## src/rtl/uart_pkg.sv

```systemverilog
// Shared types and constants for the UART transmit arbiter.
package uart_pkg;

  typedef enum logic [1:0] {
    IDLE  = 2'd0,
    ISSUE = 2'd1,
    BUSY  = 2'd2
  } state_e;

  localparam int unsigned DATA_BITS_DEF = 8;

  // Requester index width; a single requester still gets a 1-bit index
  function automatic int unsigned id_width(input int unsigned n);
    return (n > 1) ? $clog2(n) : 1;
  endfunction

endpackage

```

## src/rtl/uart_tx_arbiter_rr_arbiter.sv

```systemverilog
// Combinational round-robin selector: first pending request at or after ptr,
// wrapping from the highest index back to 0.
module rr_arbiter
  import uart_pkg::*;
#(
  parameter  int unsigned NUM_REQ = 4,
  localparam int unsigned IDW     = id_width(NUM_REQ)
) (
  input  logic [NUM_REQ-1:0] req,
  input  logic [IDW-1:0]     ptr,
  output logic               gnt_valid_c,
  output logic [IDW-1:0]     gnt_idx_c
);

  int unsigned cand;

  always_comb begin
    gnt_valid_c = 1'b0;
    gnt_idx_c   = '0;
    cand        = 0;
    for (int unsigned k = 0; k < NUM_REQ; k++) begin
      cand = 32'(ptr) + k;
      if (cand >= NUM_REQ) cand = cand - NUM_REQ;
      for (int unsigned i = 0; i < NUM_REQ; i++) begin
        if (!gnt_valid_c && (i == cand) && req[i]) begin
          gnt_valid_c = 1'b1;
          gnt_idx_c   = IDW'(i);
        end
      end
    end
  end

endmodule

```

## src/rtl/uart_tx_arbiter.sv

```systemverilog
// Round-robin arbiter feeding one UART transmitter from NUM_REQ byte sources.
// Define UART_TX_ARB_LOCK_EN to add ReqLock (back-to-back bytes from one owner).
module uart_tx_arbiter
  import uart_pkg::*;
#(
  parameter  int unsigned NUM_REQ   = 4,
  parameter  int unsigned DATA_BITS = DATA_BITS_DEF,
  localparam int unsigned IDW       = id_width(NUM_REQ)
) (
  input  logic                          Clock,
  input  logic                          ResetN,
  input  logic [NUM_REQ-1:0]            ReqValid,
  input  logic [NUM_REQ*DATA_BITS-1:0]  ReqData,
  output logic [NUM_REQ-1:0]            ReqAck,
  output logic                          TxStart,
  output logic [DATA_BITS-1:0]          DataOut,
  input  logic                          TxReady,
`ifdef UART_TX_ARB_LOCK_EN
  input  logic [NUM_REQ-1:0]            ReqLock,
`endif
  output logic [IDW-1:0]                GrantId,
  output logic                          Busy
);

  state_e                 state_q, state_d;
  logic [IDW-1:0]         ptr_q, ptr_d;
  logic [IDW-1:0]         grant_q, grant_d;
  logic [DATA_BITS-1:0]   data_q, data_d;
  logic [NUM_REQ-1:0]     ack_q, ack_d;
  logic                   start_q, start_d;
  logic                   busy_q, busy_d;

  logic                   gnt_valid_c;
  logic [IDW-1:0]         gnt_idx_c;
  logic [IDW-1:0]         sel_idx_c;
  logic [DATA_BITS-1:0]   sel_byte_c;
  logic                   lock_hit_c;

  rr_arbiter #(
    .NUM_REQ (NUM_REQ)
  ) u_rr_arbiter (
    .req         (ReqValid),
    .ptr         (ptr_q),
    .gnt_valid_c (gnt_valid_c),
    .gnt_idx_c   (gnt_idx_c)
  );

  // Byte source: the new winner from IDLE, the current owner when locked in BUSY
  always_comb begin
    sel_idx_c  = (state_q == BUSY) ? grant_q : gnt_idx_c;
    sel_byte_c = '0;
    for (int unsigned i = 0; i < NUM_REQ; i++) begin
      if (IDW'(i) == sel_idx_c) sel_byte_c = ReqData[i*DATA_BITS +: DATA_BITS];
    end
  end

`ifdef UART_TX_ARB_LOCK_EN
  always_comb begin
    lock_hit_c = 1'b0;
    for (int unsigned i = 0; i < NUM_REQ; i++) begin
      if ((IDW'(i) == grant_q) && ReqLock[i] && ReqValid[i]) lock_hit_c = 1'b1;
    end
  end
`else
  assign lock_hit_c = 1'b0;
`endif

  // Next-state and registered-output logic
  always_comb begin
    state_d = state_q;
    ptr_d   = ptr_q;
    grant_d = grant_q;
    data_d  = data_q;
    ack_d   = '0;
    start_d = 1'b0;
    busy_d  = 1'b0;

    unique case (state_q)
      IDLE: begin
        if (gnt_valid_c) begin
          state_d = ISSUE;
          grant_d = gnt_idx_c;
          data_d  = sel_byte_c;
          ptr_d   = (gnt_idx_c == IDW'(NUM_REQ - 1)) ? '0 : gnt_idx_c + IDW'(1);
        end
      end
      ISSUE: state_d = BUSY;
      BUSY: begin
        if (TxReady) begin
          if (lock_hit_c) begin
            state_d = ISSUE;
            data_d  = sel_byte_c;
          end else begin
            state_d = IDLE;
          end
        end
      end
      default: state_d = IDLE;
    endcase

    start_d = (state_d == ISSUE);
    busy_d  = (state_d != IDLE);
    for (int unsigned i = 0; i < NUM_REQ; i++) begin
      ack_d[i] = (state_d == ISSUE) && (IDW'(i) == grant_d);
    end
  end

  always_ff @(posedge Clock or negedge ResetN) begin
    if (!ResetN) begin
      state_q <= IDLE;
      ptr_q   <= '0;
      grant_q <= '0;
      data_q  <= '0;
      ack_q   <= '0;
      start_q <= 1'b0;
      busy_q  <= 1'b0;
    end else begin
      state_q <= state_d;
      ptr_q   <= ptr_d;
      grant_q <= grant_d;
      data_q  <= data_d;
      ack_q   <= ack_d;
      start_q <= start_d;
      busy_q  <= busy_d;
    end
  end

  assign ReqAck  = ack_q;
  assign TxStart = start_q;
  assign DataOut = data_q;
  assign GrantId = grant_q;
  assign Busy    = busy_q;

endmodule

```

## config.mk

```make
export PLATFORM = sky130hd
export DESIGN_NAME = uart_tx_arbiter
export DESIGN_NICKNAME = d
export VERILOG_FILES = /design/src/rtl/uart_pkg.sv /design/src/rtl/uart_tx_arbiter_rr_arbiter.sv /design/src/rtl/uart_tx_arbiter.sv
export SDC_FILE = /design/constraint.sdc
export NUM_CORES = 1
export LEC_CHECK = 0
export ABC_CLOCK_PERIOD_IN_PS = 2600
export CORE_MARGIN = 2
export CORE_UTILIZATION = 30
export CTS_CLUSTER_DIAMETER = 50
export DETAILED_ROUTE_END_ITERATION = 8
export SLEW_MARGIN = 20
export SYNTH_ARGS = -nofsm -noshare
export SYNTH_HDL_FRONTEND = slang
export SYNTH_SLANG_ARGS = --single-unit
```

## constraint.sdc

```tcl
create_clock -name Clock -period 2.6 [get_ports Clock]
set_input_delay 0.52 -clock Clock [delete_from_list [all_inputs] [get_ports Clock]]
set_output_delay 0.52 -clock Clock [all_outputs]
set_load 0.05 [all_outputs]
```

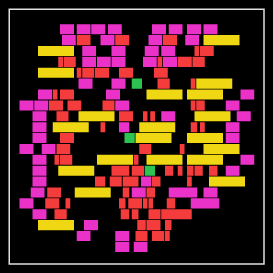
Fig. 1. Cell classes on the final placement.
(4 px per um)
magenta -> remaining buffers and delay cells  # cells 58
yellow -> registers  # cells 20
green -> clock-net drivers  # cells 3
red -> remaining logic cells  # cells 71

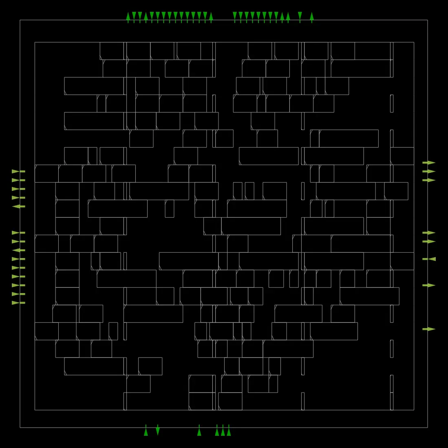
Fig. 2. Cell placement.
post-layout util: 50.33%
tapcell count: 46
sequential cell count: 20

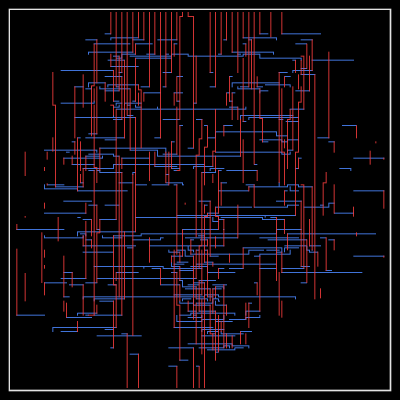
Fig. 3. Signal wires by layer.
(6 px per um) Two of the layers only.
red -> M2  # wire length 1470 um
blue -> M1  # wire length 1150 um

==> qor.csv <==
metric,value,unit
Yosys Instances,97,
Vias,959,
Signal buffers,58,
die area,4006,um^2
Yosys reg bits,20,
RSZ-0062 raised after global routing,false,
Seq area share,29.56,%
number of synthesis warnings,0,
VDD IR-drop max,409.9,uV
actual slew at the worst max-slew pin,878.1,ps
Gate power share,65.1,%
Yosys top cell by area,dfrtp_1,
initial antenna violation count,0,
vias in the first global route,1015,
hold_buf cts,0,
CP arrival,2350,ps
Setup WS post-layout,464.9,ps
max cap viols,0,
combinational share of cell area,29.64,%
status,"complete, no violations",
[state kept, by name, summed over array words and instances (netlist names)]
| name | count |
|---|---|
| DataOut | 8 |
| ReqAck | 4 |
| GrantId | 2 |
| ptr_q | 2 |
| state_q | 2 |
| Busy | 1 |
| TxStart | 1 |
[cells by family (layout without fill, tap and decap cells)]
family / after synthesis / after routing / synth area share, %
muxes: 18 / 18 / 17.08
and+or+nand+nor: 30 / 30 / 15.42
AOI/OAI and AO/OA: 19 / 19 / 15.07
DFF: 20 / 20 / 47.45
buffers and inverters: 10 / 65 / 4.981
[cell usage in the layout, fill, tap and decap left out]
cell,netlist,routed
inv_1,4,4
o21ai_0,4,4
a211o_1,1,1
or3b_1,1,1
or3_1,1,1
o221ai_1,9,9
buf_4,1,2
clkdlybuf4s50_1,0,54
or4_4,1,1
o31ai_2,1,1
and3b_1,1,1
nor2b_1,2,2
nor4_1,1,1
or2_1,1,1
and4_1,1,1
and2_1,1,1
nor2_1,2,2
buf_12,0,2
nand2_1,14,14
mux2i_1,18,18
clkbuf_4,0,3
dfrtp_1,20,20
a21oi_1,2,2
o31ai_4,1,1
nand2b_1,3,3
o21a_1,1,1
nand4b_1,1,1
[power groups by stage]
stage / Sequential [mW] / Combinational (mW) / Clock [mW]
3_3_place_gp: 0.549 / 1.29 / 0
3_5_place_dp: 0.551 / 1.31 / 0
5_1_grt: 0.568 / 1.38 / 0.165
6_report: 0.546 / 1.29 / 0.145
4_1_cts: 0.546 / 1.31 / 0.154
2_1_floorplan: 0.902 / 0.495 / 0
[critical path: stages]
cell             delay [ps]
clkdlybuf4s50_1         580
nor4_1                   60
or3_1                   330
buf_4                   210
inv_1                   130
o31ai_2                 130
buf_4                   190
o221ai_1                200
[through the flow]
| stage | std cells | hold WS (ps) |
|---|---|---|
| global route | 198 | 539.3 |
| detailed placement | 195 | 463.1 |
| global placement | 195 | 461.2 |
| CTS | 198 | 491.8 |
| floorplan | 97 | 224.4 |
| finish | 198 | 481.8 |
[path summary, 6_finish.rpt]
| path | from | end | slack [ps] | cells past startpoint |
|---|---|---|---|---|
| worst max-delay path | ReqValid[3] | DataOut[6] | 460 | 8 |
| worst min-delay path | GrantId[0] | GrantId[0] | 480 | 2 |
| worst max register to register | ptr_q[1] | ptr_q[1] | 740 | 6 |
| worst min register to register | GrantId[0] | GrantId[0] | 480 | 2 |
| max in group asynchronous | ResetN | Busy | 1350 | 1 |
| min in group asynchronous | ResetN | DataOut[1] | 710 | 1 |
[cell usage after synthesis]
cell and count:
a211o_1 1, a21oi_1 2, and2_1 1, and3b_1 1
and4_1 1, buf_2 3, buf_4 1, buf_6 1
clkbuf_1 1, dfrtp_1 20, inv_1 4, mux2i_1 18
nand2_1 14, nand2b_1 3, nand4b_1 1, nor2_1 2
nor2b_1 2, nor4_1 1, o21a_1 1, o21ai_0 4
o221ai_1 9, o31ai_2 1, o31ai_4 1, or2_1 1
or3_1 1, or3b_1 1, or4_4 1
[layer usage]
layer  GRT usage, %  part of all wire, %  up-vias
met5              0                    0        -
met4          6.250                 0.98        0
met3          1.786                  4.0        4
met2          26.06                   53       26
met1          19.32                   42      468
li1               -                    -      461
Power and IR drop assume default switching activity.
